[src/rtl/clk_rst_sequencer.sv]
`default_nettype none
// ============================================================================
//  Module      : clk_rst_sequencer
//  Description : Supervises an MMCM and sequences its reset, lock debounce and
//                staggered per-domain reset release, with event counters.
//  Revision    : 1.0 - initial release
// ============================================================================
module clk_rst_sequencer #(
   parameter int N_CH                = 4,
   parameter int SYNC_STAGES         = 2,
   parameter int MMCM_RST_CYCLES     = 8,
   parameter int LOCK_STABLE_CYCLES  = 1024,
   parameter int LOCK_TIMEOUT_CYCLES = 65536,
   parameter int STAGGER_CYCLES      = 16,
   parameter int CNT_W               = 8
) (
   input  logic             CLK,
   input  logic             RST_n,
   input  logic             locked,
   input  logic             force_rst,
   input  logic             clr_cnt,
   output logic             mmcm_rst,
   output logic [N_CH-1:0]  ch_rst_n,
   output logic             all_ready,
   output logic [2:0]       state,
   output logic [CNT_W-1:0] lock_loss_cnt,
   output logic [CNT_W-1:0] timeout_cnt
);

   localparam logic [2:0] S_MRST   = 3'd0;
   localparam logic [2:0] S_WAIT   = 3'd1;
   localparam logic [2:0] S_STABLE = 3'd2;
   localparam logic [2:0] S_REL    = 3'd3;
   localparam logic [2:0] S_RUN    = 3'd4;

   localparam int c_REL_LAST = (N_CH - 1) * STAGGER_CYCLES;
   localparam int c_TMAX_A   = (MMCM_RST_CYCLES > LOCK_TIMEOUT_CYCLES) ? MMCM_RST_CYCLES : LOCK_TIMEOUT_CYCLES;
   localparam int c_TMAX_B   = (LOCK_STABLE_CYCLES > c_REL_LAST + 1) ? LOCK_STABLE_CYCLES : c_REL_LAST + 1;
   localparam int c_TMAX     = (c_TMAX_A > c_TMAX_B) ? c_TMAX_A : c_TMAX_B;
   localparam int c_TW       = $clog2(c_TMAX + 1);

   logic [SYNC_STAGES-1:0] r_lk_sync;
   logic [SYNC_STAGES-1:0] r_frc_sync;
   logic [2:0]             r_state;
   logic [c_TW-1:0]        r_tmr;
   logic                   r_mmcm_rst;
   logic [N_CH-1:0]        r_ch_rst_n;
   logic                   r_all_ready;
   logic [CNT_W-1:0]       r_lock_loss_cnt;
   logic [CNT_W-1:0]       r_timeout_cnt;

   logic                   w_lk;
   logic                   w_frc;
   logic [2:0]             w_state_nxt;
   logic [c_TW-1:0]        w_tmr_nxt;
   logic                   w_ll_inc;
   logic                   w_to_inc;
   logic                   w_mmcm_rst_nxt;
   logic                   w_all_ready_nxt;
   logic [N_CH-1:0]        w_ch_rst_n_nxt;

   assign w_lk  = r_lk_sync[SYNC_STAGES-1];
   assign w_frc = r_frc_sync[SYNC_STAGES-1];

   // State register, single shared timer, synchronisers and registered outputs
   always_ff @(posedge CLK or negedge RST_n) begin
      if (!RST_n) begin
         r_lk_sync       <= '0;
         r_frc_sync      <= '0;
         r_state         <= S_MRST;
         r_tmr           <= '0;
         r_mmcm_rst      <= 1'b1;
         r_ch_rst_n      <= '0;
         r_all_ready     <= 1'b0;
         r_lock_loss_cnt <= '0;
         r_timeout_cnt   <= '0;
      end else begin
         r_lk_sync   <= {r_lk_sync[SYNC_STAGES-2:0], locked};
         r_frc_sync  <= {r_frc_sync[SYNC_STAGES-2:0], force_rst};
         r_state     <= w_state_nxt;
         r_tmr       <= w_tmr_nxt;
         r_mmcm_rst  <= w_mmcm_rst_nxt;
         r_ch_rst_n  <= w_ch_rst_n_nxt;
         r_all_ready <= w_all_ready_nxt;

         if (clr_cnt)
            r_lock_loss_cnt <= '0;
         else if (w_ll_inc && (r_lock_loss_cnt != '1))
            r_lock_loss_cnt <= r_lock_loss_cnt + 1'b1;

         if (clr_cnt)
            r_timeout_cnt <= '0;
         else if (w_to_inc && (r_timeout_cnt != '1))
            r_timeout_cnt <= r_timeout_cnt + 1'b1;
      end
   end

   // Priority: force request, then lock loss, then timeout
   always_comb begin
      w_state_nxt = r_state;
      w_tmr_nxt   = r_tmr;
      w_ll_inc    = 1'b0;
      w_to_inc    = 1'b0;
      if (w_frc) begin
         w_state_nxt = S_MRST;
         w_tmr_nxt   = '0;
      end else begin
         case (r_state)
            S_MRST: begin
               if (r_tmr == c_TW'(MMCM_RST_CYCLES - 1)) begin
                  w_state_nxt = S_WAIT;
                  w_tmr_nxt   = '0;
               end else begin
                  w_tmr_nxt = r_tmr + 1'b1;
               end
            end
            S_WAIT: begin
               if (w_lk) begin
                  w_state_nxt = S_STABLE;
                  w_tmr_nxt   = '0;
               end else if (r_tmr == c_TW'(LOCK_TIMEOUT_CYCLES - 1)) begin
                  w_state_nxt = S_MRST;
                  w_tmr_nxt   = '0;
                  w_to_inc    = 1'b1;
               end else begin
                  w_tmr_nxt = r_tmr + 1'b1;
               end
            end
            S_STABLE: begin
               if (!w_lk) begin
                  w_state_nxt = S_WAIT;
                  w_tmr_nxt   = '0;
               end else if (r_tmr == c_TW'(LOCK_STABLE_CYCLES - 1)) begin
                  w_state_nxt = S_REL;
                  w_tmr_nxt   = '0;
               end else begin
                  w_tmr_nxt = r_tmr + 1'b1;
               end
            end
            S_REL: begin
               if (!w_lk) begin
                  w_state_nxt = S_WAIT;
                  w_tmr_nxt   = '0;
                  w_ll_inc    = 1'b1;
               end else if (r_tmr == c_TW'(c_REL_LAST)) begin
                  w_state_nxt = S_RUN;
                  w_tmr_nxt   = '0;
               end else begin
                  w_tmr_nxt = r_tmr + 1'b1;
               end
            end
            S_RUN: begin
               if (!w_lk) begin
                  w_state_nxt = S_WAIT;
                  w_tmr_nxt   = '0;
                  w_ll_inc    = 1'b1;
               end
            end
            default: begin
               w_state_nxt = S_MRST;
               w_tmr_nxt   = '0;
            end
         endcase
      end
   end

   always_comb begin
      w_mmcm_rst_nxt  = 1'b0;
      w_all_ready_nxt = 1'b0;
      if (w_state_nxt == S_MRST)
         w_mmcm_rst_nxt = 1'b1;
      if (w_state_nxt == S_RUN)
         w_all_ready_nxt = 1'b1;
   end

   // A channel latches released once its slot is reached; leaving REL/RUN drops all
   generate
      for (genvar g = 0; g < N_CH; g++) begin : g_ch_rel
         assign w_ch_rst_n_nxt[g] = (w_state_nxt == S_RUN) ||
                                    ((w_state_nxt == S_REL) &&
                                     (r_ch_rst_n[g] || (w_tmr_nxt == c_TW'(g * STAGGER_CYCLES))));
      end
   endgenerate

   assign mmcm_rst      = r_mmcm_rst;
   assign ch_rst_n      = r_ch_rst_n;
   assign all_ready     = r_all_ready;
   assign state         = r_state;
   assign lock_loss_cnt = r_lock_loss_cnt;
   assign timeout_cnt   = r_timeout_cnt;

endmodule
`default_nettype wire

[config.mk]
export PLATFORM = sky130hd
export DESIGN_NAME = clk_rst_sequencer
export DESIGN_NICKNAME = d
export VERILOG_FILES = /design/src/rtl/clk_rst_sequencer.sv
export SDC_FILE = /design/constraint.sdc
export NUM_CORES = 1
export LEC_CHECK = 0
export ABC_AREA = 1
export CAP_MARGIN = 25
export CORE_MARGIN = 5
export CORE_UTILIZATION = 42
export DETAILED_ROUTE_END_ITERATION = 8
export GPL_TIMING_DRIVEN = 0
export SYNTH_ARGS = -nofsm -noshare
export SYNTH_HDL_FRONTEND = slang
export SYNTH_SLANG_ARGS = --single-unit
[constraint.sdc]
create_clock -name CLK -period 3.85 [get_ports CLK]
set_input_delay 0.77 -clock CLK [delete_from_list [all_inputs] [get_ports CLK]]
set_output_delay 0.77 -clock CLK [all_outputs]
set_load 0.05 [all_outputs]
**Sequential cells grouped by signal name**

Drawn at 6 px/µm. Other sequential cells in the stronger grey, the rest of the logic in the fainter grey.
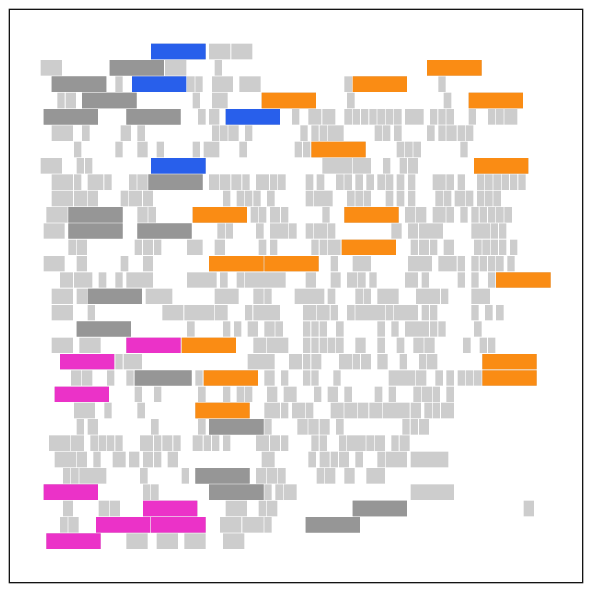
legend:
  timeout_cnt:
    colour: magenta
    flops: 8
    where: lower left
  ch_rst_n:
    colour: blue
    flops: 4
  r_tmr:
    colour: orange
    flops: 17

**Routed metal per tile**

Drawn at 4 px/µm. 19 x 19 tiles, from dark blue (low) to red (high), scaled to the fullest tile. Values are wire area over tile area, all layers added.
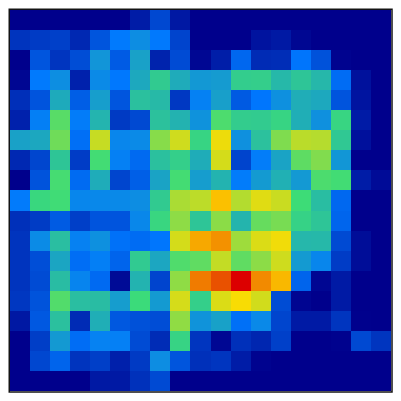
mean over tiles: 0.13
nearly empty tiles: 22%
fullest tile: 0.51

**Signal wires by layer**

Drawn at 4 px/µm. Only two layers are drawn.
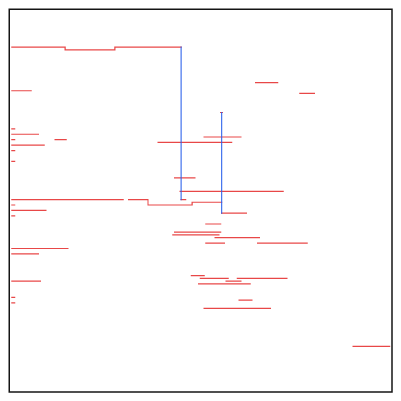
legend:
  M4:
    colour: blue
    wire_length: 63.2 µm
  M3:
    colour: red
    wire_length: 359 µm

**Nets reached from selected ports**

Drawn at 4 px/µm.
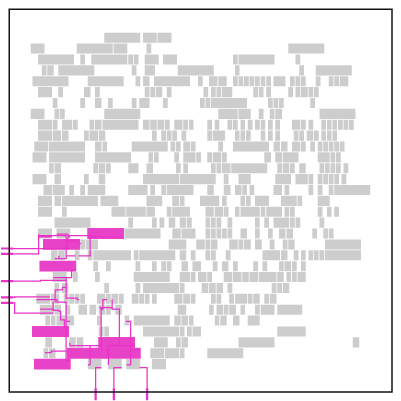
legend:
  timeout_cnt:
    colour: magenta
    bits: 8
    direction: output
    edge: 5 left, 3 bottom
    end_cells: 8
    wire: 276 µm

**Cell placement**

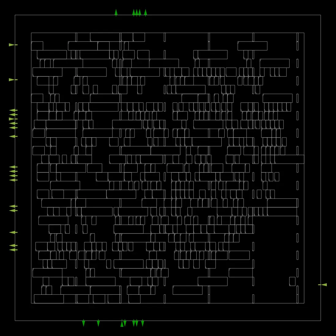
Tapcell Cnt: 99
sequential cell area share: 32.19%

## path summary, 6_finish.rpt
check | end | cells after the start | from
min in group asynchronous | r_tmr[6]$_DFF_PN0_ | 1 | RST_n
hold reg to reg | r_lk_sync[1]$_DFF_PN0_ | 0 | r_lk_sync[0]$_DFF_PN0_
max in group asynchronous | mmcm_rst$_DFF_PN1_ | 2 | RST_n
setup reg to reg | ch_rst_n[3]$_DFF_PN0_ | 23 | r_tmr[0]$_DFF_PN0_
setup / recovery | ch_rst_n[3]$_DFF_PN0_ | 23 | r_tmr[0]$_DFF_PN0_
hold / removal | r_lk_sync[1]$_DFF_PN0_ | 0 | r_lk_sync[0]$_DFF_PN0_
## per-layer routing
metal	up-vias	GRT usage [%]
met5	-	0
met4	0	3.966
met3	5	3.236
met2	65	31.60
met1	1305	23.62
li1	1471	-
## cells in the final DEF (no fill, tap or decap), types with 6 or more instances in the layout
cell                              instances
sky130_fd_sc_hd__nand3_1                 28
sky130_fd_sc_hd__nor3_1                  12
sky130_fd_sc_hd__nor2_2                   6
sky130_fd_sc_hd__clkdlybuf4s50_1         28
sky130_fd_sc_hd__ha_1                     6
sky130_fd_sc_hd__nand2_1                115
sky130_fd_sc_hd__inv_1                   83
sky130_fd_sc_hd__o21ai_0                 17
sky130_fd_sc_hd__nor2_1                  57
sky130_fd_sc_hd__dfrtp_1                 45
sky130_fd_sc_hd__nand2_2                  6
sky130_fd_sc_hd__nand4_1                 12
sky130_fd_sc_hd__a21oi_1                 15
sky130_fd_sc_hd__xor2_1                   6
## power groups by stage
stage	Clock, mW	Combinational (mW)	Sequential, mW
after floorplan	0	0.0325	0.503
after global placement	0	0.0565	0.504
after detailed placement	0	0.0586	0.504
after CTS	0.326	0.0588	0.495
after global routing	0.346	0.0670	0.496
final	0.313	0.0578	0.495
==> flow_summary_export.csv <==
group,metric,value,unit
cells_and_area,final_core_util,49.89,%
cells_and_area,leading_cell_category_by_total_area,"logic gates",
timing,clock_skew,0.005418,ns
clock_network,number_of_h_tree_branching_levels,2,
yosys,synth-edff-count,0,
power,share_comb_of_total_power,6.7,%
detailed_routing,postRouteAntennaNets,0,
detailed_routing,dr_total_vias,2846,
yosys,synth-main-ff-cell,"sky130_fd_sc_hd__dfrtp_1",
cells_and_area,area_of_all_placed_cells_without_fillers,0.003580,mm²
clock_network,post_cts.resized_instances,0,
yosys,synth.comb.largest_family,"simple AND/OR/NAND/NOR gates",
placement,place_congestion,0.8833,
detailed_routing,routed_wire_length_per_instance,12.73,µm
detailed_routing,via_per_inst,4.857,
yosys,asyncSetResetFlopFracSynth,100.0,%
yosys,synthMuxAreaShare,0,%
outcome,outcome,"finished clean",
timing,final_max_tran_viols,0,
yosys,mappedNetlistArea,0.003058,mm²
timing,final.period_utilization,88.45,%
power,fin_total_pwr,865.5,µW
timing,timing_worst_slew_pin_value,0.8461,ns
cells_and_area,ff_count,46,
timing,finalHoldViolCount,0,
yosys,post_synth_top_cells,"115 x sky130_fd_sc_hd__nand2_1, 83 x sky130_fd_sc_hd__inv_1, 57 x sky130_fd_sc_hd__nor2_1",
detailed_routing,route.met3.wl,358,µm
global_routing,grt_usage,18.22,%
die,rows,31,
cells_and_area,bufAreaShareNonClock,9.297,%
run,tool_warnings,28,
cells_and_area,multi_input_comb_cells,307,
critical_path,crit_chain,"ha_1, nand3_2, inv_2, nand2_4, clkinv_4, nand2_1, nor2_1, nand3_1, nor3_1, ha_1, nor3_1, a21oi_2, nand3_2, buf_6, nand2_1, nand2_1, nand2_1, nand2_1, inv_1, nand3_1, o21bai_1, nand2_1, nand2_1",
die,floorplan.core_area,0.007176,mm²
power,pwr-share-clk,36.2,%
timing,post-route-worst-setup-slack,0.4448,ns
power,powerDensity,241.8,mW/mm²
clock_network,cts_hold_buffers,0,
yosys,ys_sh_adder,2.455,%
cells_and_area,final_clock_cell_share,2.587,%
min_path,min_path_type,"flip-flop to flip-flop",
yosys,postSynthAreaPerCell,6.811,µm²
power,power_switching_share,26.35,%
timing,timing.max_slew.rel_slack,43.00,%
die,fp.dieW,95.33,µm
placement,dp_cells,578,
yosys,most_common_cell,"sky130_fd_sc_hd__nand2_1",
detailed_routing,route.layer.met1.wl,3389,µm
clock_network,cts.clk_slew.worst_paths,0.10,ns
yosys,synth-simple-area-share,37.23,%
critical_path,path_max_fanout,10,
critical_path,critical-path-slowest-cell,"sky130_fd_sc_hd__dfrtp_1",
cells_and_area,num-fill-cells,727,
yosys,yosysCellCount,449,
cells_and_area,max_flop_register,"r_tmr",
clock_network,cts_tree,"yes",
placement,estimated_wirelength_of_the_detail_placed_design,5828,µm
cells_and_area,comb_area_share,42.78,%
timing,fin_setup_tns,0,ns
critical_path,path_common_cell,"sky130_fd_sc_hd__nand2_1",
yosys,synth.cellmix.compoundShare,8.388,%
critical_path,cp.buffers_inverters,4,
yosys,xor_area_share,2.005,%
detailed_routing,top_layer,"met4",
global_routing,global_route_wire_length_before_repair,12960,µm
yosys,synth_top_area_share,36.82,%
die,init_core_util,42.62,%
timing,setup-violations-final,0,
Power and IR drop assume default switching activity.
